File: config.mk
export PLATFORM = sky130hd
export DESIGN_NAME = snow_field
export DESIGN_NICKNAME = d
export VERILOG_FILES = /design/src/rtl/vga_pkg.sv /design/src/rtl/lfsr16.sv /design/src/rtl/snow_field.sv
export SDC_FILE = /design/constraint.sdc
export NUM_CORES = 2
export LEC_CHECK = 0
export CAP_MARGIN = 20
export CORE_MARGIN = 4
export CORE_UTILIZATION = 30
export DETAILED_ROUTE_END_ITERATION = 16
export GPL_TIMING_DRIVEN = 0
export HOLD_SLACK_MARGIN = 0.02
export SYNTH_ARGS = -nofsm -noshare
export SYNTH_HDL_FRONTEND = slang
export SYNTH_SLANG_ARGS = --single-unit
File: constraint.sdc
create_clock -name clk -period 31.2 [get_ports clk]
set_clock_uncertainty 0.15 [all_clocks]
set_input_delay 6.24 -clock clk [delete_from_list [all_inputs] [get_ports clk]]
set_output_delay 6.24 -clock clk [all_outputs]
set_load 0.02 [all_outputs]
File: src/rtl/vga_pkg.sv
// Shared VGA pipeline definitions: screen geometry, LFSR constants, flake record and update FSM states.
package vga_pkg;

  localparam int unsigned H_ACTIVE = 640;
  localparam int unsigned V_ACTIVE = 480;
  localparam int unsigned COORD_W  = 10;
  localparam int unsigned LFSR_W   = 16;

  localparam logic [LFSR_W-1:0] LFSR_SEED = 16'hACE1;
  localparam logic [LFSR_W-1:0] LFSR_TAPS = 16'hB400;

  localparam logic [1:0] WIND_RIGHT = 2'b01;
  localparam logic [1:0] WIND_LEFT  = 2'b10;

  typedef struct packed {
    logic               active;
    logic [COORD_W-1:0] x;
    logic [COORD_W-1:0] y;
    logic               spd;
  } flake_t;

  typedef enum logic {
    IDLE,
    UPD
  } upd_state_t;

endpackage

File: src/rtl/lfsr16.sv
// Free-running 16-bit Galois LFSR; seed and taps come from vga_pkg.
module lfsr16
  import vga_pkg::*;
(
  input  logic              clk,
  input  logic              rst,
  output logic [LFSR_W-1:0] lfsr
);

  always_ff @(posedge clk or posedge rst) begin
    if (rst) begin
      lfsr <= LFSR_SEED;
    end else if (lfsr[0]) begin
      lfsr <= (lfsr >> 1) ^ LFSR_TAPS;
    end else begin
      lfsr <= lfsr >> 1;
    end
  end

endmodule

File: src/rtl/snow_field.sv
// Snowfall overlay: a flake table advanced once per frame in vertical blanking,
// plus a registered per-pixel hit test against every active flake.
module snow_field #(
  parameter int unsigned NUM_FLAKES = 16,
  parameter int unsigned FLAKE_SIZE = 4,
  parameter int unsigned H_ACTIVE   = 640,
  parameter int unsigned V_ACTIVE   = 480,
  parameter int unsigned SPAWN_BITS = 4
) (
  input  logic       clk,
  input  logic       rst,
  input  logic       snow_en,
  input  logic [1:0] wind,
  input  logic       v_sync,
  input  logic       req,
  input  logic [9:0] col,
  input  logic [9:0] row,
  output logic       snow_hit,
  output logic       busy
);

  import vga_pkg::*;

  localparam int unsigned IDX_W = $clog2(NUM_FLAKES);
  localparam int unsigned FOLD  = 1024 - H_ACTIVE;
  localparam logic [4:0]  SPAWN_MASK = 5'((32'd1 << SPAWN_BITS) - 32'd1);

  logic [LFSR_W-1:0] lfsr;
  logic              sync_q1, sync_q2;
  logic              v_sync_q;
  logic              spawn_ok;
  logic              spawned;
  upd_state_t        state;
  logic [IDX_W-1:0]  idx;
  flake_t            flakes [NUM_FLAKES];

  flake_t            cur_c, nxt_c;
  logic              spawn_c;
  logic [10:0]       y_sum_c;
  logic              hit_c;

  lfsr16 u_lfsr (
    .clk  (clk),
    .rst  (rst),
    .lfsr (lfsr)
  );

  // Next value of the entry currently being visited by the update walk.
  always_comb begin
    cur_c   = flakes[idx];
    nxt_c   = cur_c;
    spawn_c = 1'b0;
    y_sum_c = 11'(cur_c.y) + 11'(cur_c.spd) + 11'd1;
    if (cur_c.active) begin
      if (y_sum_c >= 11'(V_ACTIVE)) begin
        nxt_c.active = 1'b0;
      end else begin
        nxt_c.y = y_sum_c[9:0];
      end
      case (wind)
        WIND_RIGHT: nxt_c.x = (cur_c.x == 10'(H_ACTIVE - 1)) ? 10'd0 : cur_c.x + 10'd1;
        WIND_LEFT:  nxt_c.x = (cur_c.x == 10'd0) ? 10'(H_ACTIVE - 1) : cur_c.x - 10'd1;
        default:    nxt_c.x = cur_c.x;
      endcase
    end else if (spawn_ok && !spawned && ((lfsr[14:10] & SPAWN_MASK) == 5'd0)) begin
      spawn_c      = 1'b1;
      nxt_c.active = 1'b1;
      nxt_c.y      = 10'd0;
      nxt_c.spd    = lfsr[15];
      nxt_c.x      = (lfsr[9:0] < 10'(H_ACTIVE)) ? lfsr[9:0] : lfsr[9:0] - 10'(FOLD);
    end
  end

  // OR-tree hit test; 11-bit sums keep flakes at the right/bottom edge from wrapping.
  always_comb begin
    hit_c = 1'b0;
    for (int i = 0; i < NUM_FLAKES; i++) begin
      if (flakes[i].active &&
          (11'(col) >= 11'(flakes[i].x)) &&
          (11'(col) <= 11'(flakes[i].x) + 11'(FLAKE_SIZE - 1)) &&
          (11'(row) >= 11'(flakes[i].y)) &&
          (11'(row) <= 11'(flakes[i].y) + 11'(FLAKE_SIZE - 1))) begin
        hit_c = 1'b1;
      end
    end
  end

  always_ff @(posedge clk or posedge rst) begin
    if (rst) begin
      sync_q1  <= 1'b0;
      sync_q2  <= 1'b0;
      v_sync_q <= 1'b1;
      snow_hit <= 1'b0;
      busy     <= 1'b0;
      spawn_ok <= 1'b0;
      spawned  <= 1'b0;
      idx      <= '0;
      state    <= IDLE;
      for (int i = 0; i < NUM_FLAKES; i++) begin
        flakes[i] <= '0;
      end
    end else begin
      sync_q1  <= snow_en;
      sync_q2  <= sync_q1;
      v_sync_q <= v_sync;
      snow_hit <= req & hit_c;
      case (state)
        IDLE: begin
          if (v_sync_q && !v_sync) begin
            state    <= UPD;
            idx      <= '0;
            spawned  <= 1'b0;
            spawn_ok <= sync_q2;
            busy     <= 1'b1;
          end
        end
        UPD: begin
          flakes[idx] <= nxt_c;
          if (spawn_c) begin
            spawned <= 1'b1;
          end
          if (idx == IDX_W'(NUM_FLAKES - 1)) begin
            state <= IDLE;
            busy  <= 1'b0;
          end else begin
            idx <= idx + IDX_W'(1);
          end
        end
        default: begin
          state <= IDLE;
          busy  <= 1'b0;
        end
      endcase
    end
  end

endmodule

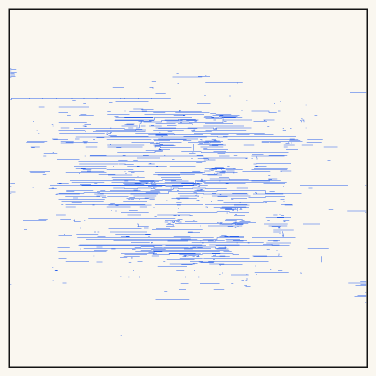
Figure 1: M3 wires.
Drawn at 1 px/µm.
main direction	horizontal
share of all routed wire	8.8%
nets with wire on the layer	439
longest straight run	136 µm
wire length on this layer	11600 µm

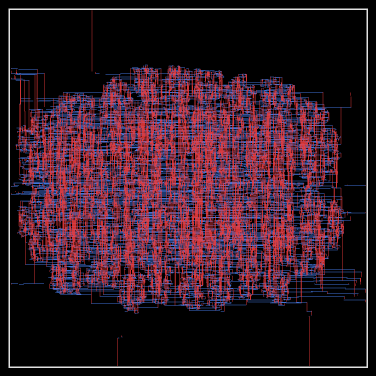
Figure 2: wiring by layer.
Drawn at 1 px/µm. Two of the layers only.
colour	layer	wire length
blue	M1	56.8 mm
red	M2	58.0 mm
combined global-route utilization of all metal layers: 20.3%
post-detailed-routing wire length: 131000 µm

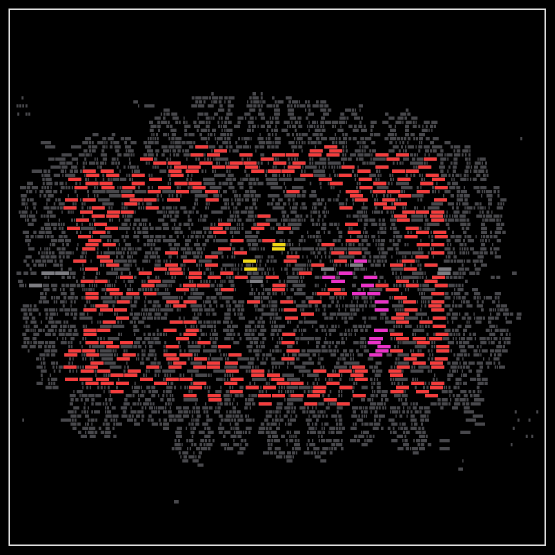
Figure 3: sequential cells grouped by signal name.
Drawn at 1.5 px/µm.
colour	signal	sequential cells
magenta	u_lfsr.lfsr	16
yellow	idx	4
red	flakes	352
not coloured	8
sequential group power: 0.914 mW
fin util: 33.7%

==> run summary <==
impl run done, here's what came out: Dominant flop cell sky130_fd_sc_hd__dfrtp_1, Setup TNS 0 ns, post-synthesis register bit count 380, DR iter-0 viols 3230, top-level I/O count 29, # placed instances 5741, core area 120000 µm², xor/xnor cell area share of the yosys netlist 6.45%, CP endpoint snow_hit$_DFF_PP0_, count of buffers added by post-CTS timing repair for setup 0, # port buffers 28, Num Clock Sinks 380, First-pass DRT Iterations 8, Commonest Layout Cell sky130_fd_sc_hd__ha_1, detailed-route DRC error count 0, TritonCTS Buffers 40, worst hold margin 0.205 ns, vias after detailed routing 32.6k, Yosys warnings 0, adder-cell share of the synthesized area 23.5%, area fraction in compound gates 19.0%, fp_density 30.3%, post-detailed-route wirelength per cell 22.6 µm, arrival time at the worst endpoint 10.16 ns, Die Outline Area 127000 µm², dominant combinational cell family by area after synthesis adder cells, result of the run complete, no violations, share of synthesized registers carrying an async set or reset 100%, share of layout cells above drive strength 1 6.95%, multiplexer area fraction after synthesis 6.39%, post-layout minimum cycle time 9.96 ns, final cell count without fillers 5816, maximum number of pins on one net before global-route repair 122, destination of the worst hold path sync_q2$_DFF_PP0_, yosys cell count 4071, number of nets at the end of the flow 4881, clock slew seen by the registers of the worst setup and hold paths 0.06 ns, most frequent cell after synthesis sky130_fd_sc_hd__ha_1, FMAX 100 MHz, pin slew with the least headroom to its limit 1.20 ns, clock buffer depth 3, placed instance area 39200 µm², total power 3.76 mW, maximum fanout along the worst path 26, Power per Cell Area 92.7 nW/µm², top logic cells by instance count in the layout sky130_fd_sc_hd__ha_1 (683), sky130_fd_sc_hd__nand2_1 (489), sky130_fd_sc_hd__o21ai_0 (487), sky130_fd_sc_hd__dfrtp_1 (371), sky130_fd_sc_hd__inv_1 (348), number of enable flip-flop cells 0, CTS tree done, setup slack after layout 21.24 ns, cts repair resizes 0, IR Drop Worst-Case VDD 53.3 µV, worst hold path startpoint sync_q1$_DFF_PP0_, HPWL reported at the end of detailed placement 103000 µm, reg-to-reg setup timing slack 23.49 ns, root buffer selected by CTS sky130_fd_sc_hd__clkbuf_16, Top cell area share 25.5%, number of warnings the tools reported 66, data required time at the worst endpoint 31.40 ns, hold-fix buffer count after cts 0, area fraction in and, or, nand and nor cells 13.3%, leakage power figure 17.0 nW, post-synthesis area per instance 8.94 µm², gp weighted congestion 0.982, vias per cell 5.61, launch point of the critical path col[0], Setup Crit Path Kind input port to register, post-synthesis chip area from yosys 36400 µm², # H-tree levels 2, type of the worst min-delay path register to register, clock insertion delay at the later pin of the skew report 0.56 ns, category of the worst setup path capture point register, synth cell count leaders sky130_fd_sc_hd__ha_1 (683), sky130_fd_sc_hd__nand2_1 (489), sky130_fd_sc_hd__o21ai_0 (487), type of element launching the critical path input port, Max-Slew Margin vs Limit 19.4%, Tcrit/Tclk final 31.9%, number of max-capacitance violations reported 0, RSZ-0062 raised after global routing no, width of the die 356 µm, floorplan row count 127, floorplan net count 4781
## flip-flops by register name (all words and copies together), names as in the netlist
name,count
flakes,352
u_lfsr.lfsr,16
idx,4
busy,1
snow_hit,1
spawn_ok,1
spawned,1
state,1
sync_q1,1
sync_q2,1
v_sync_q,1
## final cells by class
type / instances / area [µm²] / area share [%]
sequential: 380 / 9520 / 23.5
buffer: 130 / 589 / 1.45
tap: 1612 / 2020 / 4.97
multi-input combinational: 3206 / 25000 / 61.5
clock inverter: 16 / 246 / 0.607
inverter: 355 / 1340 / 3.31
clock buffer: 56 / 1170 / 2.89
timing repair buffer: 58 / 719 / 1.77
antenna: 3 / 7.51 / 0.0185
## critical path: stages
cell                              delay, ns
sky130_fd_sc_hd__clkdlybuf4s50_1       0.47
sky130_fd_sc_hd__inv_2                 0.11
sky130_fd_sc_hd__buf_12                0.19
sky130_fd_sc_hd__ha_1                  0.32
sky130_fd_sc_hd__a21boi_0              0.09
sky130_fd_sc_hd__o21a_1                0.17
sky130_fd_sc_hd__o2111ai_1             0.20
sky130_fd_sc_hd__a21oi_1               0.10
sky130_fd_sc_hd__a211oi_1              0.23
sky130_fd_sc_hd__nor4_1                0.16
sky130_fd_sc_hd__buf_2                 0.20
sky130_fd_sc_hd__a31oi_1               0.55
sky130_fd_sc_hd__nor4b_1               0.82
sky130_fd_sc_hd__a41oi_1               0.28
## layer usage
layer	vias up	track usage, %	share of wire [%]
met5	-	0	0
met4	0	6.53	3.8
met3	237	3.85	8.8
met2	1324	32.4	44
met1	16000	27.7	43
li1	15000	-	-
## where the power goes
part	switching, mW	internal (mW)	total [mW]
clock	0.216	0.313	0.529
sequential	0.272	0.642	0.914
combinational	1.45	0.867	2.32
No activity file was given, so power comes from the tool's default toggle rates.
